File: src/rtl/maxpool_pkg.sv
// Shared types and helpers for the streaming 1-D max-pool stage.
// Sample type, signed max and the results-per-vector derivation.
package maxpool_pkg;

  localparam int P_WIDTH = 8;
  localparam int P_LENX  = 5;
  localparam int P_POOL  = 2;
  localparam int P_DEPTH = 4;

  typedef logic signed [P_WIDTH-1:0] sample_t;

  function automatic sample_t smax(
    input sample_t a,
    input sample_t b
  );
    return (a > b) ? a : b;
  endfunction

  function automatic int ceil_div(
    input int n,
    input int d
  );
    return (n + d - 1) / d;
  endfunction

endpackage

File: src/rtl/maxpool_fifo.sv
// Small result FIFO between the pooling window and the consumer.
// Register array with wrapping pointers and an occupancy count.
module maxpool_fifo
  import maxpool_pkg::*;
#(
  parameter int DEPTH = P_DEPTH
) (
  input  logic    i_clk,
  input  logic    i_rst_n,
  input  logic    i_push,
  input  sample_t i_data,
  input  logic    i_pop,
  output sample_t o_head,
  output logic    o_full,
  output logic    o_empty
);

  localparam int AW = $clog2(DEPTH);

  sample_t        r_mem [DEPTH];
  logic [AW-1:0]  r_wr_ptr;
  logic [AW-1:0]  r_rd_ptr;
  logic [AW:0]    r_count;
  logic           w_push;
  logic           w_pop;

  assign o_full  = (r_count == (AW+1)'(DEPTH));
  assign o_empty = (r_count == '0);
  assign o_head  = r_mem[r_rd_ptr];

  // a pop at full frees the slot the push lands in
  assign w_pop  = i_pop && !o_empty;
  assign w_push = i_push && (!o_full || w_pop);

  always_ff @(posedge i_clk) begin
    if (w_push) begin
      r_mem[r_wr_ptr] <= i_data;
    end
  end

  always_ff @(posedge i_clk) begin
    if (!i_rst_n) begin
      r_wr_ptr <= '0;
      r_rd_ptr <= '0;
      r_count  <= '0;
    end else begin
      if (w_push) begin
        r_wr_ptr <= r_wr_ptr + 1'b1;
      end
      if (w_pop) begin
        r_rd_ptr <= r_rd_ptr + 1'b1;
      end
      unique case ({w_push, w_pop})
        2'b10:   r_count <= r_count + 1'b1;
        2'b01:   r_count <= r_count - 1'b1;
        default: r_count <= r_count;
      endcase
    end
  end

endmodule

File: src/rtl/maxpool_stream.sv
// Streaming 1-D max-pool: signed max over POOL-sample windows,
// trailing partial window flushed at each vector end.
module maxpool_stream
  import maxpool_pkg::*;
#(
  parameter int WIDTH = P_WIDTH,
  parameter int LENX  = P_LENX,
  parameter int POOL  = P_POOL,
  parameter int DEPTH = P_DEPTH
) (
  input  logic                    clk,
  input  logic                    reset,
  input  logic signed [WIDTH-1:0] s_data_in_x,
  input  logic                    s_valid_x,
  output logic                    s_ready_x,
  output logic signed [WIDTH-1:0] m_data_out_y,
  output logic                    m_valid_y,
  input  logic                    m_ready_y
);

  localparam int LENY = ceil_div(LENX, POOL);
  localparam int IW = (LENX > 1) ? $clog2(LENX) : 1;
  localparam int CW = (POOL > 1) ? $clog2(POOL) : 1;
  localparam int RW = (LENY > 1) ? $clog2(LENY) : 1;
  localparam logic [IW-1:0] LAST_IDX = IW'(LENX - 1);
  localparam logic [CW-1:0] LAST_WIN = CW'(POOL - 1);

  logic [IW-1:0] r_in_idx;
  logic [CW-1:0] r_win_cnt;
  logic [RW-1:0] r_res_idx;
  sample_t       r_acc;

  sample_t w_sample;
  sample_t w_max;
  sample_t w_head;
  logic    w_last;
  logic    w_complete;
  logic    w_in_fire;
  logic    w_out_fire;
  logic    w_full;
  logic    w_empty;

  assign w_sample   = sample_t'(s_data_in_x);
  assign w_last     = (r_in_idx == LAST_IDX);
  assign w_complete = (r_win_cnt == LAST_WIN) || w_last;

  // only registered state here: no path from s_valid_x or m_ready_y
  assign s_ready_x  = reset && !(w_full && w_complete);
  assign w_in_fire  = s_valid_x && s_ready_x;

  assign m_valid_y    = reset && !w_empty;
  assign m_data_out_y = m_valid_y ? w_head : '0;
  assign w_out_fire   = m_valid_y && m_ready_y;

  assign w_max = (r_win_cnt == '0) ? w_sample
                                   : smax(r_acc, w_sample);

  always_ff @(posedge clk) begin
    if (!reset) begin
      r_in_idx  <= '0;
      r_win_cnt <= '0;
      r_res_idx <= '0;
      r_acc     <= '0;
    end else if (w_in_fire) begin
      r_acc <= w_max;
      if (w_complete) begin
        r_win_cnt <= '0;
      end else begin
        r_win_cnt <= r_win_cnt + 1'b1;
      end
      if (w_last) begin
        r_in_idx  <= '0;
        r_res_idx <= '0;
      end else begin
        r_in_idx <= r_in_idx + 1'b1;
        if (w_complete) begin
          r_res_idx <= r_res_idx + 1'b1;
        end
      end
    end
  end

  a_res_bound: assert property (
    @(posedge clk) disable iff (!reset)
    int'(r_res_idx) < LENY
  );

  maxpool_fifo #(
    .DEPTH (DEPTH)
  ) u_fifo (
    .i_clk   (clk),
    .i_rst_n (reset),
    .i_push  (w_in_fire && w_complete),
    .i_data  (w_max),
    .i_pop   (w_out_fire),
    .o_head  (w_head),
    .o_full  (w_full),
    .o_empty (w_empty)
  );

endmodule

File: config.mk
export PLATFORM = sky130hd
export DESIGN_NAME = maxpool_stream
export DESIGN_NICKNAME = d
export VERILOG_FILES = /design/src/rtl/maxpool_pkg.sv /design/src/rtl/maxpool_fifo.sv /design/src/rtl/maxpool_stream.sv
export SDC_FILE = /design/constraint.sdc
export NUM_CORES = 1
export LEC_CHECK = 0
export CAP_MARGIN = 20
export CORE_AREA = 2 2 83 85
export CTS_CLUSTER_DIAMETER = 100
export DETAILED_ROUTE_END_ITERATION = 7
export DIE_AREA = 0 0 85 87
export GPL_TIMING_DRIVEN = 0
export PLACE_DENSITY_LB_ADDON = 0.25
export SKIP_LAST_GASP = 1
export SYNTH_ARGS = -nofsm -noshare
export SYNTH_HDL_FRONTEND = slang
export SYNTH_SLANG_ARGS = --single-unit
File: constraint.sdc
create_clock -name clk -period 6.44 [get_ports clk]
set_input_delay 0.644 -clock clk [delete_from_list [all_inputs] [get_ports clk]]
set_output_delay 0.644 -clock clk [all_outputs]
set_load 0.005 [all_outputs]
### Wire density map

Scale bar: 20 um. The die is cut into 17 by 17 equal tiles; black is low, pale yellow is high, scaled to the fullest tile. Values are wire area over tile area, all layers added.
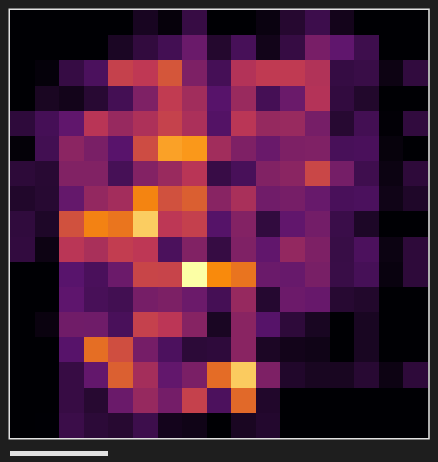
- densest ninth of the die: center
- nearly empty tiles: 22%
- mean over tiles: 0.089
- emptiest ninth of the die: south-east
- tiles over half the peak: 12%
- fullest tile: 0.40
Overall Global Routing Usage: 0.125
detailed-route wire length per cell: 13.6 um

### Local utilization

Scale bar: 20 um. The die is cut into 8 by 9 equal tiles; black is low, pale yellow is high, 0 to 100% covered.
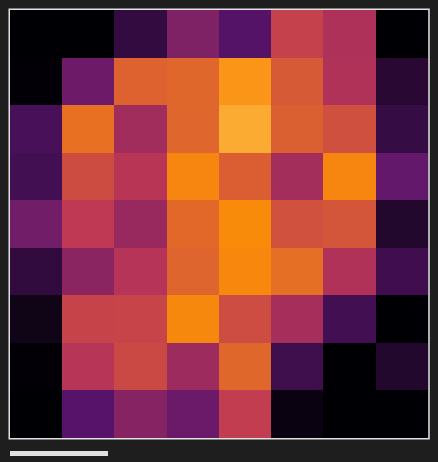
- fullest tile: 82%
- nearly empty tiles: 14%
- densest ninth of the die: center
Starting Density: 0.387
end-of-flow core utilization: 0.449
Core Region: 6570 um2

==> run notes <==
Notes on the flow run.

- Setup repair after global routing left no endpoint under its margin.
- The worst setup path is of the primary input to output port kind.
- The power drawn by the clock network is 0.193 mW, for reference.
- The register share of total power is 0.590, for reference.
- For reference, the critical path cell chain is clkdlybuf4s50_1 -> o31a_1 -> and2_1 -> clkdlybuf4s50_1.
- In the power breakdown, the internal column shows 0.479 mW.
- The kind of end point of the critical path is an output port, for reference.
- On the critical path the data arrives at 2340 ps.
- The library cell used most frequently in the layout, excluding fill and tap cells, is sky130_fd_sc_hd__edfxtp_1.
- Derived from the worst setup path, the maximum achievable clock frequency is 336 MHz.
- The cell area that synthesis handed to floorplanning was 2540 um2.
- According to the timing report, the data required time at the worst endpoint equals 5800 ps.
- The net switching power is 0.155 mW, for reference.
- The post-CTS setup-driven buffer insertion count is 0, for reference.
- The startpoint type of the worst setup path is a primary input, for reference.
- The filler cells instantiated in the layout total 605.
- The post-CTS clock slew at the launch and capture registers of the worst setup and hold paths is 100 ps, for reference.
- The flow reported a cell area power density of 215 nW/um2.
- Per the log, the first TritonRoute iteration ended with a DRC count of 77.
- The number of diodes is 0, for reference.
- The synth_stat.txt file lists the number of cells as 203.
- The beginning of the critical path is reset, for reference.
- The total congestion overflow after global routing is 0, for reference.
- The floorplan has 30 rows.
- The post-synth tally of flip-flops with integrated enable is 32, for reference.
- The total buffers and inverters traversed by the critical path is 2, for reference.
- The final setup violation count is 0, for reference.
- The via count of the routed design is 1,521, for reference.
- In the final layout, the registers with the most flip-flops are u_fifo.r_mem: 32 flops, r_acc: 8 flops.
- The tree built by TritonCTS fans out to 53 sinks.
- The synthesis report gives the async set-or-reset register share as 0.
- Between the synthesized netlist and the finished layout, the area growth was recorded as 15.9%.
- The cell sitting at the root of the clock tree is a sky130_fd_sc_hd__clkbuf_8.
- Hold repair after CTS inserted 0 buffers.
- In this run the static leakage power is 1.05 nW.
- After synthesis, the netlist uses 36 different library cells.
- The number of antenna violations at the first check in global routing is 0, for reference.
- The first TritonRoute pass finished after 6 iterations.
- The remaining antenna violation count after routing is 0, for reference.
- In this run the horizontal extent of the chip is 85 um.
- Logged for this run, the post-placement worst setup slack is 3160 ps.
- The area reported by Yosys stat is 2540 um2, for reference.
- Looking at hold timing, the worst path starts from r_acc[0]$_SDFFE_PN0N_.
- The run finished with clean final reports.
- Of the total power, combinational logic draws 0.106.
- In this run the number of H-tree levels came out at 2.
- Among all stages on the critical path, the largest delay is contributed by sky130_fd_sc_hd__clkdlybuf4s50_1.
- The warning tally printed by Yosys for this design is 0.
- The die covers 7400 um2.
- The pin closest to its max-slew limit shows a slew of 484 ps.
- The beginning of the worst register-to-register path is r_in_idx[0]$_SDFFE_PN0N_, for reference.
- The tool warning count for the run is 30.
- The post-synthesis net count is 231, for reference.
- For reference, the top cells by area after synthesis are sky130_fd_sc_hd__edfxtp_1, sky130_fd_sc_hd__dfxtp_1, sky130_fd_sc_hd__ha_1.
- Port buffering added 21 buffers.
- The dominant register cell in the synthesized netlist is sky130_fd_sc_hd__edfxtp_1, for reference.
- The share of the Yosys chip area taken by registers is 0.543.
- For reference, the top cells by count after synthesis are sky130_fd_sc_hd__edfxtp_1, sky130_fd_sc_hd__inv_1, sky130_fd_sc_hd__dfxtp_1, sky130_fd_sc_hd__and2_1, sky130_fd_sc_hd__ha_1.
- The maximum number of buffers from clock root to sink is 2, for reference.
- For reference, the final report shows the max-slew violation count at 0.
- The worst path meets setup with 3460 ps of slack.
- In this run the tightest slew margin relative to its limit is 0.678.
- In this run, synthesis produced a sequential element count of 53.
- The class of the tightest hold or removal check is flop to flop, for reference.
- Per STA, the library cell used most along the worst path is sky130_fd_sc_hd__clkdlybuf4s50_1.
- Per the run summary, max-cap violations total 0.
- Entering global routing, the biggest net connects 19 pins.
- The portion of total power attributed to the clock network is 0.304, for reference.
- The total wire length after detailed routing is 4.24 mm, for reference.
- The first global-routing pass estimated 7.15 mm of wire.
- Per the cell usage report, the commonest logic cells after layout are sky130_fd_sc_hd__edfxtp_1, sky130_fd_sc_hd__inv_1, sky130_fd_sc_hd__dfxtp_1, sky130_fd_sc_hd__clkdlybuf4s50_1, sky130_fd_sc_hd__and2_1.
- Across the routed clock network, the largest skew measured is 7.16 ps.
- The share of total power consumed by net switching is 0.244, for reference.
- The placement summary gives the final routability congestion estimate as 0.723.
- The sum of net half-perimeters after detailed placement is 3.03 mm, for reference.
- The critical path maximum fanout is 10.
- Hold-check failures listed in the final report amount to 0.
- Summed over all sequential cells, the power is 0.374 mW.
- Summed over all failing endpoints, the final setup total negative slack is 0 ps.
- TritonCTS built the clock tree.
- The finished design was reported to have a net count of 259.
- The top power consumer group is sequential cells, for reference.
- The vertical die dimension reported for this design is 87 um.
- The number of top-level pins is 22, for reference.
- The number of instances resized during post-cts repair is 0, for reference.
- The flip-flop count of the largest register, all copies and words added is 32, for reference.
- The time the final worst path needs with I/O delays and setup is 2980 ps, for reference.
- The share of synthesized area in the top cell type comes to 0.378.
### Congestion heat map

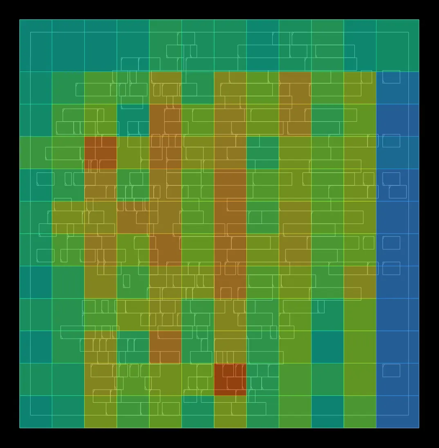
met2 usage: 0.217
met3 demand-to-capacity share in global routing: 0.0237

cell families (layout without fill, tap and decap cells):
group,count (synthesis),count (layout),share of synthesized area
simple gates,54,54,0.121
buf+inv,30,59,0.0492
xor+xnor,5,5,0.0172
mux,17,17,0.106
flops,53,53,0.543
fa+ha+maj,16,16,0.0816
compound gates,28,28,0.0816
stage by stage:
stage / power (mW) / cell area, um2 / hold slack (ps) / cells
5_1_grt: 0.663 / 2950 / 519 / 312
3_3_place_gp: 0.449 / 2860 / 446 / 304
6_report: 0.634 / 2950 / 472 / 312
3_5_place_dp: 0.450 / 2860 / 454 / 304
2_1_floorplan: 0.427 / 2540 / 433 / 203
4_1_cts: 0.641 / 2950 / 477 / 312
path summary, 6_finish.rpt:
check                                                       to  slack (ps)  cells past startpoint
worst max register to register  u_fifo.r_count[2]$_SDFFE_PN0P_        3660                     14
worst min register to register           r_acc[0]$_SDFFE_PN0N_         470                      2
worst max-delay path                           m_data_out_y[1]        3460                      4
worst min-delay path                     r_acc[0]$_SDFFE_PN0N_         470                      2
final cells by class:
type                    instances  area [um2]  area share
repair buffers                 21         210      0.0713
flip-flops and latches         53        1380       0.468
clock buffers                   5        68.8      0.0233
plain buffers                   6        35.0      0.0119
inverters                      24        90.1      0.0305
clock inverters                 3        25.0     0.00849
well taps                      80         100      0.0339
multi-input cells             120        1040       0.352
worst reg2reg max path: cells and delay by family (launching register included):
kind            cells  cell delay (ps)
xor+xnor            1              160
compound gates      2              350
simple gates        4              860
buf+inv             4              310
fa+ha+maj           3              720
flops               1              330
layer usage:
layer | track usage | vias up | wire length, um
met1 | 0.155 | 710 | 1910
met2 | 0.217 | 25 | 2110
met5 | 0 | - | 0
li1 | - | 780 | -
met3 | 0.0237 | 6 | 144
met4 | 0.0476 | 0 | 74
Power and IR drop assume default switching activity.
